`src/rtl/jrb8_pkg.sv`:
```
// Shared definitions for the jrb8 CPU: jump condition encodings and flag bit indices.
package jrb8_pkg;

  typedef enum logic [2:0] {
    COND_ALW = 3'd0,
    COND_Z   = 3'd1,
    COND_NZ  = 3'd2,
    COND_C   = 3'd3,
    COND_NC  = 3'd4,
    COND_N   = 3'd5,
    COND_V   = 3'd6,
    COND_LT  = 3'd7
  } cond_e;

  localparam int FLAG_Z = 0;
  localparam int FLAG_N = 1;
  localparam int FLAG_C = 2;
  localparam int FLAG_V = 3;

endpackage

```
`src/rtl/result_fifo2.sv`:
```
// Two-entry result queue with wrapping 1-bit pointers and a 2-bit occupancy count.
module result_fifo2 (
  input  logic       clk,
  input  logic       rst,
  input  logic       push,
  input  logic       pop,
  input  logic [7:0] din,
  output logic [7:0] dout,
  output logic [1:0] count
);

  logic [7:0] mem [2];
  logic       rptr;
  logic       wptr;
  logic       pop_eff;

  // Popping an empty queue is a no-op.
  assign pop_eff = pop & (count != 2'd0);
  assign dout    = mem[rptr];

  always_ff @(posedge clk) begin
    if (rst) begin
      mem[0] <= 8'h00;
      mem[1] <= 8'h00;
      rptr   <= 1'b0;
      wptr   <= 1'b0;
      count  <= 2'd0;
    end else begin
      if (push) begin
        mem[wptr] <= din;
        wptr      <= ~wptr;
      end
      if (pop_eff)
        rptr <= ~rptr;
      case ({push, pop_eff})
        2'b10:   count <= count + 2'd1;
        2'b01:   count <= count - 2'd1;
        default: count <= count;
      endcase
    end
  end

endmodule

```
`src/rtl/alu_result_stage.sv`:
```
// ALU result stage: flags register, jump condition mux and write-back queue.
// Optional zero-latency bypass when ALU_STAGE_BYPASS_EN is defined.
module alu_result_stage
  import jrb8_pkg::*;
#(
  parameter int DEPTH = 2
) (
  input  logic       clk,
  input  logic       rst,
  input  logic       alu_valid,
  output logic       alu_ready,
  input  logic [7:0] alu_data,
  input  logic       alu_carry,
  input  logic       alu_over,
  input  logic       alu_cmp,
  output logic       carry_flag,
  output logic       zero_flag,
  output logic       neg_flag,
  output logic       over_flag,
  input  logic       clr_carry,
  input  logic [2:0] cond,
  output logic       jmp_take,
  output logic [7:0] res_data,
  output logic       res_valid,
  input  logic       res_ready
);

  logic [3:0] flags;
  logic [1:0] count;
  logic [7:0] head;
  logic       accept;
  logic       push;
  logic       fifo_valid;

  assign alu_ready  = (count < DEPTH[1:0]) | (DEPTH > 3);
  assign accept     = alu_valid & alu_ready;
  assign fifo_valid = (count != 2'd0);

`ifdef ALU_STAGE_BYPASS_EN
  logic bypass;
  // A result headed for an empty queue is offered straight to write-back.
  assign bypass    = ~fifo_valid & alu_valid & ~alu_cmp;
  assign res_valid = fifo_valid | bypass;
  assign res_data  = fifo_valid ? head : (bypass ? alu_data : head);
  assign push      = accept & ~alu_cmp & ~(bypass & res_ready);
`else
  assign res_valid = fifo_valid;
  assign res_data  = head;
  assign push      = accept & ~alu_cmp;
`endif

  result_fifo2 u_fifo (
    .clk   (clk),
    .rst   (rst),
    .push  (push),
    .pop   (res_ready & fifo_valid),
    .din   (alu_data),
    .dout  (head),
    .count (count)
  );

  // clr_carry overrides only C; the other flags still follow an accept.
  always_ff @(posedge clk) begin
    if (rst) begin
      flags <= 4'b0000;
    end else begin
      if (accept) begin
        flags[FLAG_Z] <= (alu_data == 8'h00);
        flags[FLAG_N] <= alu_data[7];
        flags[FLAG_V] <= alu_over;
      end
      if (clr_carry)
        flags[FLAG_C] <= 1'b0;
      else if (accept)
        flags[FLAG_C] <= alu_carry;
    end
  end

  assign zero_flag  = flags[FLAG_Z];
  assign neg_flag   = flags[FLAG_N];
  assign carry_flag = flags[FLAG_C];
  assign over_flag  = flags[FLAG_V];

  always_comb begin
    jmp_take = 1'b0;
    case (cond_e'(cond))
      COND_ALW: jmp_take = 1'b1;
      COND_Z:   jmp_take = flags[FLAG_Z];
      COND_NZ:  jmp_take = ~flags[FLAG_Z];
      COND_C:   jmp_take = flags[FLAG_C];
      COND_NC:  jmp_take = ~flags[FLAG_C];
      COND_N:   jmp_take = flags[FLAG_N];
      COND_V:   jmp_take = flags[FLAG_V];
      COND_LT:  jmp_take = flags[FLAG_N] ^ flags[FLAG_V];
      default:  jmp_take = 1'b0;
    endcase
  end

endmodule

```
`config.mk`:
```
export PLATFORM = sky130hd
export DESIGN_NAME = alu_result_stage
export DESIGN_NICKNAME = d
export VERILOG_FILES = /design/src/rtl/jrb8_pkg.sv /design/src/rtl/result_fifo2.sv /design/src/rtl/alu_result_stage.sv
export SDC_FILE = /design/constraint.sdc
export NUM_CORES = 1
export LEC_CHECK = 0
export CORE_UTILIZATION = 35
export DETAILED_ROUTE_END_ITERATION = 8
export DONT_BUFFER_PORTS = 1
export GPL_ROUTABILITY_DRIVEN = 0
export RECOVER_POWER = 50
export SLEW_MARGIN = 5
export SYNTH_ARGS = -nofsm -noshare
export SYNTH_HDL_FRONTEND = slang
export SYNTH_SLANG_ARGS = --single-unit
```
`constraint.sdc`:
```
create_clock -name clk -period 4.8 [get_ports clk]
set_clock_uncertainty 0.05 [all_clocks]
set_input_delay 1.2 -clock clk [delete_from_list [all_inputs] [get_ports clk]]
set_output_delay 1.2 -clock clk [all_outputs]
set_load 0.03 [all_outputs]
```
Fig. 1: run 1, met2 routing
The bar under the picture is 20 microns long.
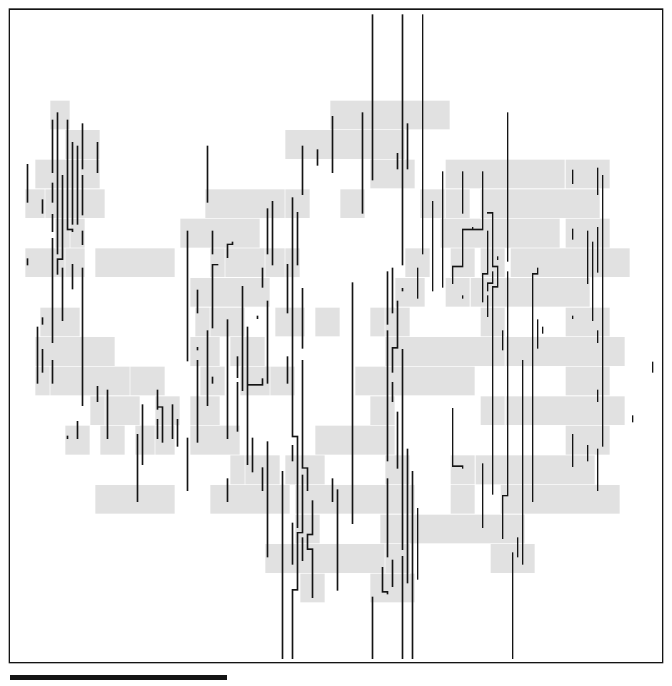
The layer holds 44% of the routed length. The longest straight run is 24.8 microns. The layer carries 858 microns of wire.
routing usage on met2: 19.8%
total detailed-routing wirelength: 1950 microns

Fig. 2: run 1, signal wires by layer
Two of the layers only.
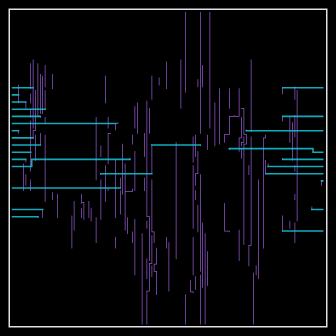
M2: drawn in purple, wire length 858 microns. M3: drawn in cyan, wire length 215 microns.
total global routing track utilization: 12.2%
wire length per cell after detailed routing: 14.1 microns
total vias in the final route: 654

Fig. 3: run 1, cell sizes after repair
The bar under the picture is 20 microns long.
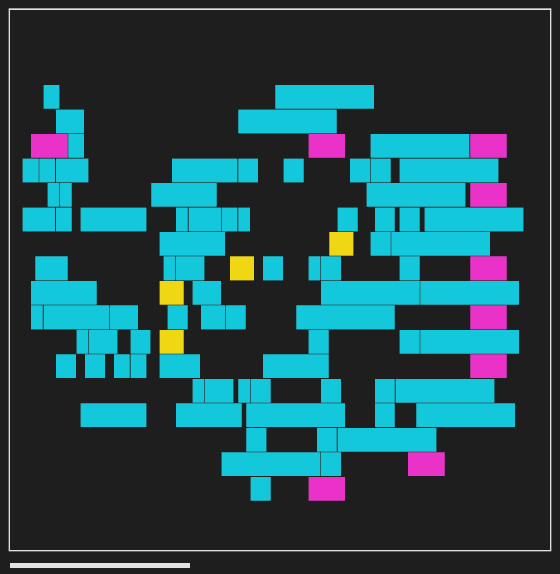
x1 and smaller: drawn in cyan, cells 81, share 86%, most used edfxtp_1. x3 and x4: drawn in yellow, cells 4, share 4.3%, most used clkbuf_4. x2: drawn in magenta, cells 9, share 9.6%, most used mux2_2.

==> changes_impl.md, run 1 <==
## Flow update

- Status: finished clean
- Fill cell count: 311
- Chip area in the Yosys report: between 1000 and 1500 sq um
- Total die size: about 3600 sq um
- Library cell with the largest summed area after synthesis: edfxtp_1
- Worst R2R Setup Slack: roughly 2.1 ns
- Die height: between 50 and 60 microns
- Cell row count: 20
- HPWL after detailed placement: roughly 1500 microns
- Number of antenna violations at the first check in global routing: 0
- Top post-synthesis cells by count: and2_1, edfxtp_1, dfxtp_1, mux2_2, nor2_1
- Remaining global-route overflow: 0
- Dominant combinational family: simple AND/OR/NAND/NOR gates
- Clock tree from TritonCTS: built
- Area share of fa/ha/maj cells after synthesis: around 1.1%
- Worst min-delay path class: reg -> reg
- Startpoint of the worst hold path: u_fifo.rptr$_SDFFE_PP0P_
- R2R cell count: 3
- DIE WIDTH: 60.0 microns
- WS Path Type: in -> out
- Floorplan Core Area: around 3100 sq um
- Kind of start point of the critical path: primary input
- Max-cap violations: 0
- Effective utilization at floorplan: ~38%
- Slew at the pin closest to its max-slew limit: 1.27 ns
- Post-CTS Resized: 0
- Buffers added on ports: 0
- Post-CTS setup repair buffer count: 0
- Global route hottest layer: met2
- Cts hold-fix bufs: 0
- Launch instance of the worst register-to-register path: u_fifo.count[1]$_SDFFE_PP0P_
- Maximum buffer depth of the clock tree: 2
- Syn_area_per_cell: ~13 sq um
- Share of synthesized area spent on multiplexers: roughly 12%
- Type of destination of the critical path: output pin
- Detailed-routing iteration count for the pre-antenna-repair pass: 2
- Clock transition at the registers of the reported paths: ~0.13 ns
- Clock Tree Root: clkbuf_4
- Final core utilization: a little under two fifths
- Number of enable-type register cells in the synthesized netlist: 16
- Clock Sink Count: 25
- Wire length of the first global-routing pass: 3170 microns
- Arrival time at the worst endpoint: between 2 and 2.5 ns
- Setup repair after global routing missed its margin: no
- Maximum clock frequency: approximately 300 MHz
- Tool warnings: 26
- Number of CTS-inserted buffers: 3
- Number of ports placed on the die boundary: 34
- Portion of the clock cycle consumed by the worst path in the final layout: between 60% and 70%
- Depth of the CTS H-tree: 1
- Dominant register cell: edfxtp_1
- Worst vdd ir: approximately 0.26 mV
- N_diodes: 0
- Yosys cell count: ~93
- Insertion Delay late pin: about 0.31 ns
- Highest net fanout along the worst path: 4
- Detailed-route vias per instance: approximately 4.7
- Distinct lib cells used: 26
- Setup total negative slack: 0 ns
run 1: final cells by class:
type / instances / area (sq um) / area share, %
multi-input cells: 64 / 450 / 37.5
well taps: 44 / 55.1 / 4.59
inverters: 1 / 3.75 / 0.313
flip-flops and latches: 25 / 661 / 55.1
clock inverters: 1 / 7.51 / 0.626
clock buffers: 3 / 22.5 / 1.88
run 1: worst max-delay path: stages:
cell	delay (ns)
mux2_2	0.12
a21oi_1	0.05
o21ai_0	0.72
run 1: power breakdown:
part,internal (uW),switching (uW)
combinational,52.1,96.6
sequential,257,26.9
clock,31.8,61.5
total,340,185
run 1: routing by layer:
layer	up-vias	routed length (microns)
met5	-	0
met2	33	857
met4	0	0
met1	292	873
li1	329	-
met3	0	215
run 1: flip-flops by register name, summed over array words and instances, names as in the netlist, named ones only:
register      count
u_fifo.wptr       1
u_fifo.mem       16
flags             4
u_fifo.rptr       1
u_fifo.count      2
run 1: metrics by stage:
stage                     area [sq um]  total power (uW)  std cells  hold slack, ns  setup slack (ns)
after floorplan                   1180               437         93           0.430              1.48
after global placement            1210               449        134           0.450              1.45
after detailed placement          1210               451        134           0.454              1.46
after CTS                         1240               546        138           0.487              1.45
after global routing              1200               556        138           0.516              1.34
final                             1200               525        138           0.482              1.45
run 1: layout by cell type (no fill, tap or decap):
master      synthesis  routed
edfxtp_1           16      16
and2_0              0      15
mux2_2              9       9
dfxtp_1             9       9
nor2_1              6       6
mux2i_1             4       4
a21oi_1             4       4
or2_0               0       3
nand2_1             3       3
xor2_1              3       3
nor4_1              2       3
clkbuf_4            0       3
nor3_1              2       2
o21ai_0             2       2
and2_1             16       2
xnor2_1             2       2
inv_1               1       1
nand2b_1            0       1
nor4b_1             0       1
o21bai_1            1       1
nand4_1             1       1
or3_1               1       1
ha_1                1       1
clkinvlp_4          0       1
==> run 1 -> run 2 <==
Clock period 4.8 ns to 3 ns, I/O delays scaled along.
Fig. 4: run 2, cell sizes after repair
The bar under the picture is 20 microns long.
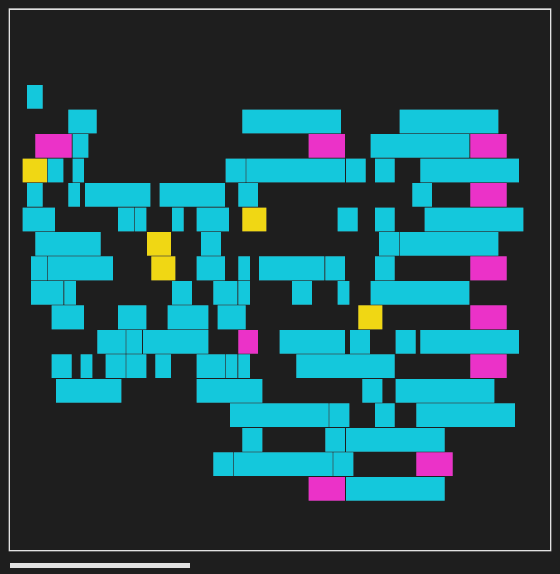
x3 and x4: drawn in yellow, cells 5, share 5.2%, most used clkbuf_4. x2: drawn in magenta, cells 10, share 10%, most used mux2_2. x1 and smaller: drawn in cyan, cells 81, share 84%, most used edfxtp_1.

==> run 2 against run 1 <==
Die size did not move. Critical path type is now reg -> out. Combinational power rose by 62%. Non-clock buffer count rose by 2. Routed wire length rose by 2.2%. First-iteration DRC count fell by 31%. Critical path depth grew 1. Highest routed layer unchanged. Sequential power is about 60% higher. Synthesized cell count unchanged.
==> changes_impl.md, run 2 <==
## Flow update

- Total global routing track utilization: between 10% and 20%
- Max stage delay on crit path: about 0.60 ns
- Status: finished clean
- N_diodes: 0
- Commonest cells after routing, fill and taps aside: edfxtp_1, and2_0, mux2_2, dfxtp_1, nor2_1
- Buffers added on ports: 0
- Top post-synthesis cells by count: and2_1, edfxtp_1, dfxtp_1, mux2_2, nor2_1
- Logic share of the area: between 30% and 40%
- Remaining global-route overflow: 0
- DIE WIDTH: roughly 60 microns
- Setup repair after global routing missed its margin: no
- Final hold slack: between 0.4 and 0.5 ns
- Clock transition at the registers of the reported paths: roughly 0.15 ns
- Logic Gate Count: between 60 and 70
- Inverters: 1
- Die height: 60.0 microns
- Cell row count: 20
- Number of enable-type register cells in the synthesized netlist: 16
- Area of the multi-input gates: 450 sq um
- Depth of the CTS H-tree: 1
- Kind of start point of the critical path: flop
- Floorplan Core Area: about 3100 sq um
- Highest net fanout along the worst path: 4
- Critical path buffer and inverter count: 1
- Total detailed-routing wirelength: 1990 microns
- Max FFs per register: 16
- Area taken by flip-flops and latches: ~660 sq um
- Distinct lib cells used: 26
- Slew at the pin closest to its max-slew limit: 1.30 ns
- Tool warnings: 26
- Maximum buffer depth of the clock tree: 2
- Largest class: flip-flops and latches
- Clock Sink Count: 25
- Non-clk buf share: less than 1%
- Nets in the synthesized netlist: roughly 110
- Total vias in the final route: slightly below 700
- Post-CTS Resized: 0
- Fill cell count: approximately 330
- Synthesized cell area: ~1200 sq um
- Number of ports placed on the die boundary: 34
- Yosys cell count: between 90 and 100
- Detailed-routing iteration count for the pre-antenna-repair pass: 2
- Insertion Delay late pin: ~0.32 ns
- HPWL after detailed placement: around 1500 microns
- Type of destination of the critical path: output pin
- WS Path Type: reg -> out
- Cts hold-fix bufs: 0
- Library cell with the largest summed area after synthesis: edfxtp_1
- Clk cell area share: 2.48%
- Chip area in the Yosys report: about 1200 sq um
- Clock Tree Root: clkbuf_4
- Dominant register cell: edfxtp_1
- Worst vdd ir: approximately 0.34 mV
- Ordered list of cells on the worst path: mux2_2, a21oi_1, o21ai_0, buf_4
- Number of clock buffers in the layout: 3
- Total die size: around 3600 sq um
- Fraction of layout instances using a drive strength above 1: 15.6%
- Tap cell count: around 44
- Max-cap violations: 0
- Effective utilization at floorplan: a little under two fifths
- Number of antenna violations at the first check in global routing: 0
- Flop share of the area: 54.5%
- Master of the slowest instance on the critical path: dfxtp_1
- Syn_area_per_cell: ~13 sq um
- Biggest register: u_fifo.mem
- Non-Clock Buffer Count: 2
- Portion of the clock cycle consumed by the worst path in the final layout: between 80% and 90%
- Most instantiated logic cell after routing: edfxtp_1
- Flip-flop and latch count: 25
- Clock tree from TritonCTS: built
-- run 2: cell counts after synthesis --
No cell type changed its count.
-- run 2: stage by stage --
step	cell area (sq um)	setup WS [ns]	cells	power, uW	util [%]
finish	1210	0.481	140	851	38.7
global route	1210	0.238	140	895	38.7
detailed placement	1230	0.781	136	727	39.2
global placement	1230	0.833	136	722	39.2
floorplan	1180	0.576	93	699	-
CTS	1260	0.452	140	881	40.2
-- run 2: worst paths after layout --
path | cells past startpoint | slack (ns) | endpoint | startpoint
hold reg to reg | 2 | 0.49 | u_fifo.count[1]$_SDFFE_PP0P_ | u_fifo.count[1]$_SDFFE_PP0P_
setup reg to reg | 3 | 0.49 | u_fifo.mem[1][7]$_SDFFCE_PN0P_ | u_fifo.count[1]$_SDFFE_PP0P_
setup / recovery | 4 | 0.48 | jmp_take | flags[0]$_SDFFE_PP0N_
hold / removal | 1 | 0.42 | u_fifo.rptr$_SDFFE_PP0P_ | rst
-- run 2: layer usage --
metal | vias to the layer above | track usage (%) | wire (microns)
met5 | - | 0 | 0
met4 | 0 | 2.99 | 0
met3 | 0 | 5.84 | 211
met2 | 28 | 20.0 | 906
met1 | 323 | 14.5 | 870
li1 | 334 | - | -
-- run 2: cell families (layout without fill, tap and decap cells) --
group | count (synthesis) | after routing | synth area share (%)
and+or+nand+nor | 38 | 38 | 21.9
DFF | 25 | 25 | 56.2
muxes | 13 | 13 | 12.0
AOI/OAI and AO/OA | 7 | 7 | 3.19
xor gates and xnor gates | 5 | 5 | 3.72
buffers and inverters | 4 | 7 | 1.91
adders and majority gates | 1 | 1 | 1.06
-- run 2: power breakdown --
group	total, uW	switching [uW]	internal, uW
logic	242	156	86.0
registers	454	43.2	410
clock network	156	105	51.0
total	851	304	547
Power is estimated from default activity; no workload was simulated.
